$ cat config.mk
export PLATFORM = sky130hd
export DESIGN_NAME = control_pipe
export DESIGN_NICKNAME = d
export VERILOG_FILES = /design/src/rtl/control_pkg.sv /design/src/rtl/control_pipe_cond_eval.sv /design/src/rtl/control_pipe.sv
export SDC_FILE = /design/constraint.sdc
export NUM_CORES = 1
export LEC_CHECK = 0
export ABC_AREA = 0
export CAP_MARGIN = 15
export CORE_MARGIN = 2
export CORE_UTILIZATION = 44
export CTS_BUF_LIST = sky130_fd_sc_hd__clkbuf_4
export CTS_CLUSTER_SIZE = 25
export DETAILED_ROUTE_END_ITERATION = 8
export PLACE_DENSITY = 0.81
export SYNTH_ARGS = -nofsm -noshare
export SYNTH_HDL_FRONTEND = slang
export SYNTH_SLANG_ARGS = --single-unit
export TNS_END_PERCENT = 100
$ cat constraint.sdc
create_clock -name clk -period 3 [get_ports clk]
set_clock_uncertainty 0.2 [all_clocks]
set_input_delay 0.6 -clock clk [delete_from_list [all_inputs] [get_ports clk]]
set_output_delay 0.6 -clock clk [all_outputs]
set_load 0.05 [all_outputs]
$ cat src/rtl/control_pkg.sv
// Shared encodings for the registered control decoder: condition codes, opcode
// classes, function fields, ALU/immediate selects, FSM states and the control word.
package control_pkg;

  localparam logic [3:0] CC_EQ = 4'd0,  CC_NE = 4'd1,  CC_CS = 4'd2,  CC_CC = 4'd3;
  localparam logic [3:0] CC_MI = 4'd4,  CC_PL = 4'd5,  CC_VS = 4'd6,  CC_VC = 4'd7;
  localparam logic [3:0] CC_HI = 4'd8,  CC_LS = 4'd9,  CC_GE = 4'd10, CC_LT = 4'd11;
  localparam logic [3:0] CC_GT = 4'd12, CC_LE = 4'd13, CC_AL = 4'd14;

  localparam logic [1:0] OP_DP = 2'd0, OP_MEM = 2'd1, OP_BR = 2'd2;

  localparam logic [3:0] FN_MUL = 4'd0, FN_SUB = 4'd2, FN_ADD = 4'd4;
  localparam logic [3:0] FN_ORR = 4'd12, FN_SHIFT = 4'd13;

  localparam logic [2:0] ALU_ADD = 3'd0, ALU_SUB = 3'd1, ALU_MUL = 3'd2, ALU_ORR = 3'd3;
  localparam logic [2:0] ALU_LSL = 3'd4, ALU_LSR = 3'd5, ALU_ASR = 3'd6, ALU_ROR = 3'd7;

  localparam logic [1:0] IMM_NONE = 2'd0, IMM_MEM = 2'd1, IMM_BR = 2'd2;

  typedef enum logic {RUN, MUL_WAIT} state_e;

  typedef struct packed {
    logic       alu_set;
    logic       sel_pc;
    logic       sel_dir_a;
    logic       reg_wr;
    logic       sel_b;
    logic       mem_wr;
    logic       sel_wb;
    logic       sel_dest;
    logic [1:0] imm_src;
    logic [2:0] alu_ctrl;
  } ctrl_t;

endpackage

$ cat src/rtl/control_pipe_cond_eval.sv
// Combinational condition-code check against NZCV (bit0 Z, bit1 N, bit2 C, bit3 V).
module cond_eval (
  input  logic [3:0] cond,
  input  logic [3:0] flags,
  output logic       enable
);
  logic z, n, c, v, base;

  assign {v, c, n, z} = flags;

  // Codes come in pairs; the odd member is the inverse of the even one.
  always_comb begin
    base = 1'b1;
    case (cond[3:1])
      3'd0:    base = z;
      3'd1:    base = c;
      3'd2:    base = n;
      3'd3:    base = v;
      3'd4:    base = !z & c;
      3'd5:    base = (n == v);
      3'd6:    base = !z & (n == v);
      default: base = 1'b1;
    endcase
    enable = (cond[3:1] == 3'd7) ? 1'b1 : (base ^ cond[0]);
  end
endmodule

$ cat src/rtl/control_pipe.sv
// Registered control decoder with NZCV flag register, flag forwarding and a
// multiply issue stall; one bundle per valid/ready handshake, latency 1.
module control_pipe
  import control_pkg::*;
#(
  parameter int MUL_LAT    = 3,
  parameter int ALU_CTRL_W = 3
) (
  input  logic                  clk,
  input  logic                  rst,
  input  logic                  in_valid,
  output logic                  in_ready,
  input  logic [3:0]            cond,
  input  logic [1:0]            op,
  input  logic [5:0]            funct,
  input  logic [1:0]            sh,
  input  logic                  flags_valid,
  input  logic [3:0]            alu_flags,
  output logic                  out_valid,
  input  logic                  out_ready,
  output logic                  alu_set,
  output logic                  sel_pc,
  output logic                  sel_dir_a,
  output logic                  reg_wr,
  output logic                  sel_b,
  output logic                  mem_wr,
  output logic                  sel_wb,
  output logic                  sel_dest,
  output logic [1:0]            imm_src,
  output logic [ALU_CTRL_W-1:0] alu_ctrl,
  output logic [3:0]            flags_q,
  output logic                  busy
);
  localparam int CNT_W = (MUL_LAT > 2) ? $clog2(MUL_LAT - 1) : 1;
  localparam logic [CNT_W-1:0] MUL_INIT = CNT_W'((MUL_LAT > 1) ? MUL_LAT - 2 : 0);

  state_e           state_q, state_d;
  logic [CNT_W-1:0] cnt_q, cnt_d;
  ctrl_t            word_q, word_d;
  logic             out_valid_q;
  logic [3:0]       eff_flags;
  logic             cond_ok, accept, is_mul;

  assign eff_flags = flags_valid ? alu_flags : flags_q;

  cond_eval u_cond (.cond(cond), .flags(eff_flags), .enable(cond_ok));

  assign in_ready = !rst && (state_q == RUN) && (!out_valid_q || out_ready);
  assign accept   = in_valid && in_ready;
  assign busy     = (state_q == MUL_WAIT);

  always_comb begin
    word_d = '0;
    is_mul = 1'b0;
    if (cond_ok) begin
      case (op)
        OP_DP: begin
          word_d.reg_wr   = 1'b1;
          word_d.sel_dest = 1'b1;
          word_d.alu_set  = funct[0];
          word_d.sel_b    = funct[5];
          case (funct[4:1])
            FN_MUL: begin
              word_d.alu_ctrl  = ALU_MUL;
              word_d.sel_dir_a = 1'b1;
              is_mul           = 1'b1;
            end
            FN_SUB:   word_d.alu_ctrl = ALU_SUB;
            FN_ADD:   word_d.alu_ctrl = ALU_ADD;
            FN_ORR:   word_d.alu_ctrl = ALU_ORR;
            FN_SHIFT: word_d.alu_ctrl = ALU_LSL | {1'b0, sh};
            default:  word_d = '0;
          endcase
        end
        OP_MEM: begin
          if (funct[2]) begin
            word_d.imm_src  = IMM_MEM;
            word_d.sel_b    = funct[5];
            word_d.sel_dest = 1'b1;
            word_d.alu_ctrl = ALU_ADD;
            if (funct[0]) begin
              word_d.reg_wr = 1'b1;
              word_d.sel_wb = 1'b1;
            end else begin
              word_d.mem_wr = 1'b1;
            end
          end
        end
        OP_BR: begin
          word_d.sel_pc  = 1'b1;
          word_d.imm_src = IMM_BR;
        end
        default: word_d = '0;
      endcase
    end
  end

  // Counter holds the remaining stall cycles after the first one.
  always_comb begin
    state_d = state_q;
    cnt_d   = cnt_q;
    case (state_q)
      RUN: begin
        if (accept && is_mul && (MUL_LAT > 1)) begin
          state_d = MUL_WAIT;
          cnt_d   = MUL_INIT;
        end
      end
      MUL_WAIT: begin
        if (cnt_q == '0) state_d = RUN;
        else             cnt_d   = cnt_q - 1'b1;
      end
      default: state_d = RUN;
    endcase
  end

  always_ff @(posedge clk) begin
    if (rst) begin
      state_q     <= RUN;
      cnt_q       <= '0;
      word_q      <= '0;
      out_valid_q <= 1'b0;
      flags_q     <= '0;
    end else begin
      state_q <= state_d;
      cnt_q   <= cnt_d;
      if (flags_valid) flags_q <= alu_flags;
      if (accept) begin
        word_q      <= word_d;
        out_valid_q <= 1'b1;
      end else if (out_ready) begin
        word_q      <= '0;
        out_valid_q <= 1'b0;
      end
    end
  end

  assign out_valid = out_valid_q;
  assign alu_set   = word_q.alu_set;
  assign sel_pc    = word_q.sel_pc;
  assign sel_dir_a = word_q.sel_dir_a;
  assign reg_wr    = word_q.reg_wr;
  assign sel_b     = word_q.sel_b;
  assign mem_wr    = word_q.mem_wr;
  assign sel_wb    = word_q.sel_wb;
  assign sel_dest  = word_q.sel_dest;
  assign imm_src   = word_q.imm_src;
  assign alu_ctrl  = ALU_CTRL_W'(word_q.alu_ctrl);
endmodule

==> images/power_grid.png <==
The bar under the picture is 20 um long. Pins as bars on the die edge.
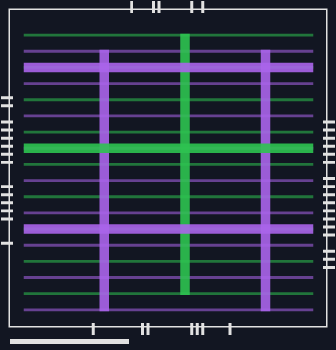
net	color
VDD	green
VSS	purple
met4 straps	3
rows	17
met5 straps	3
die width: 53.2 um
VDD IR-drop max: 0.000304 V
Die H: 53.2 um
Core Region: 0.00225 mm^2

==> images/placement_by_type.png <==
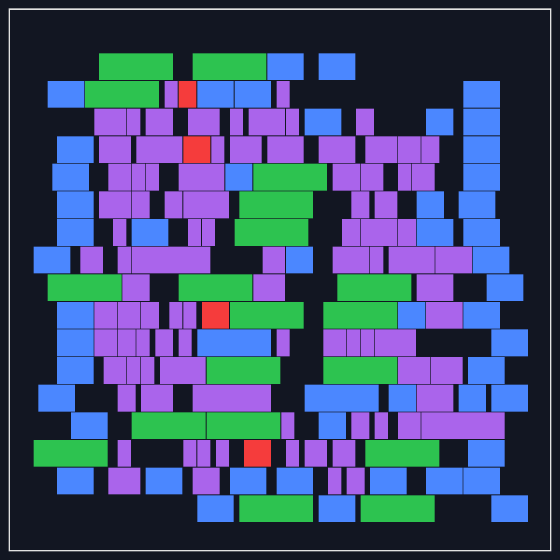
class	color	cells
clock drivers and dummy loads	red	4
other buffers and delay cells	blue	51
flops	green	19
combinational and other logic	purple	92

==> run summary <==
status -> finished clean
Crit. End Element -> flop
worst-path cell chain -> clkdlybuf4s50_1, buf_4, mux2i_1, or4b_1, o211ai_2, mux2i_1, nand2_2, buf_12, o31ai_1
Peak Freq -> 365 MHz
R2R cell count -> 7
FFs w/ async S/R, synth -> 0%
cts hold-fix bufs -> 0
clk sinks -> 19
M3 GR Usage -> 3.95%
OpenROAD warning count -> 28
Place WS -> -0.0526 ns
Required @ worst endpoint -> 3.02 ns
CTS Buffer Depth -> 2
yosys warns -> 0
Crit path buffers/inverters -> 3
First DRT Iteration DRCs -> 10
Pint -> 0.386 mW
gr usage total -> 21.0%
register area -> 380 um^2
logic share of the area -> 38.6%
Worst path top cell family by delay -> buffers and inverters
vias per inst -> 5.26
Finished Cell Area -> 0.00158 mm^2
Clock H-tree levels -> 1
switching share of power -> 30.5%
site row count -> 17
Seq/total area -> 24.0%
synth unique cells -> 39
Yosys top cell by instances -> nand2_1
DRC Markers -> 0
number of I/O port buffers -> 42
initial antenna violation count -> 0
Met3 Wirelength -> 166 um
pwr/cell area -> 351 mW/mm^2
Largest Register -> flags_q
adder share -> 3.53%
Pleak -> 0.614 nW
# Cells Yosys -> 118
Post-synth EDFFs -> 0
DR pass1 iterations -> 4
nets@finish -> 193
post-synthesis mux area share -> 6.93%
setup repair bufs after CTS -> 0
final hold violation count -> 0
logic area -> 612 um^2
Synth Seq Share -> 35.7%
Hold Crit Endpoint -> imm_src[0]
DR WL/cell -> 13.5 um
diodes inserted -> 0
post-DP HPWL -> 2.11 mm
#MultiIn Comb -> 87
IO Count -> 43
DRT antenna net count -> 0
combinational power -> 0.161 mW
Area Growth Syn to Fin -> 48.8%
RSZ-0062 raised after global routing -> no
max-slew violation count -> 0
total die area -> 0.00283 mm^2
post-synth top area share -> 35.7%
pin count of the biggest net entering global routing -> 13
DR WL met2 -> 1.36 mm
RR Startpoint -> flags_q[0]
TritonCTS clock tree -> yes
cycle use final -> 91.2%
share of cells above drive strength 1 -> 17.5%
Synth Instances -> 118
Most Frequent Cell on Critical Path -> mux2i_1
fillers -> 211
top post-synthesis cells by count -> nand2_1 (20), dfxtp_1 (19), nor2b_1 (7), o21ai_2 (7), nor2_1 (6)
met2 usage -> 41.5%
Top cell excl fill/tap -> clkdlybuf4s50_1
Pwr Total -> 0.555 mW
Basic Gates by Area -> 21.5%
Inst Count DP -> 190
Yosys top cell by area -> dfxtp_1
Mapped Area -> 0.00106 mm^2
critical path endpoint -> sel_dir_a
WHS -> 0.266 ns
worst hold start -> imm_src[0]
synthesis-stage register bit count -> 19
Post-Synth XOR/XNOR Area -> 1.65%
placed inst area -> 0.00156 mm^2
Top cells by area -> dfxtp_1 (36%), nand2_1 (7.1%), o21ai_2 (5.8%)
Worst Path Max Fanout -> 5
registers -> 19
Critical Path Stages -> 9
DRT Wirelength -> 2.62 mm
Rel. slew slack -> 66.2%
floorplan core density -> 47.2%
Worst Hold Depth -> 2
Non-clk invs -> 5
post-layout util -> 70.3%
Final setup viols -> 0
vias -> 1020
non-clk buf share -> 32.2%
P_sw -> 0.170 mW
tap cells -> 28
GR peak layer -> met2
Reg2Reg Setup Slack -> 0.89 ns
CP Class -> in -> reg
worst setup margin -> 0.263 ns
first-pass GRT wire length -> 4.24 mm
Max Used Layer -> met4
most used flip-flop cell -> dfxtp_1
Worst Setup SP -> flags_valid
Mean Syn Cell Area -> 9.02 um^2
WL met1 -> 1.04 mm
root buffer cell -> clkbuf_4
Seq pwr share -> 47.3%
Syn Nets -> 144
WP data arrival -> 2.76 ns
Plain + repair buffers -> 51
==> images/clk_routes.png <==
The bar under the picture is 20 um long.
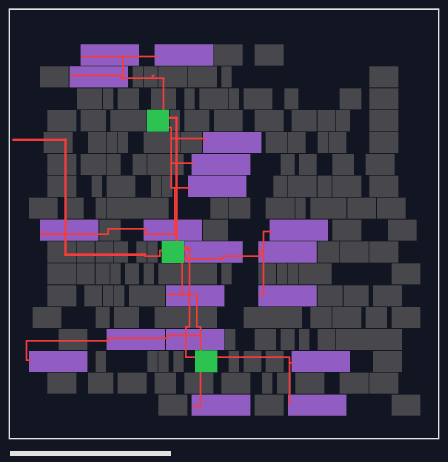
[clock wires] red | length: 233 um
[clock drivers] green | count: 3
[flip-flops] purple | count: 19
routed clock nets	4
clock share of power: 23.6%
Late-Pin Clk Latency: 0.30 ns
P_clk: 0.131 mW

Power is estimated from default activity; no workload was simulated.
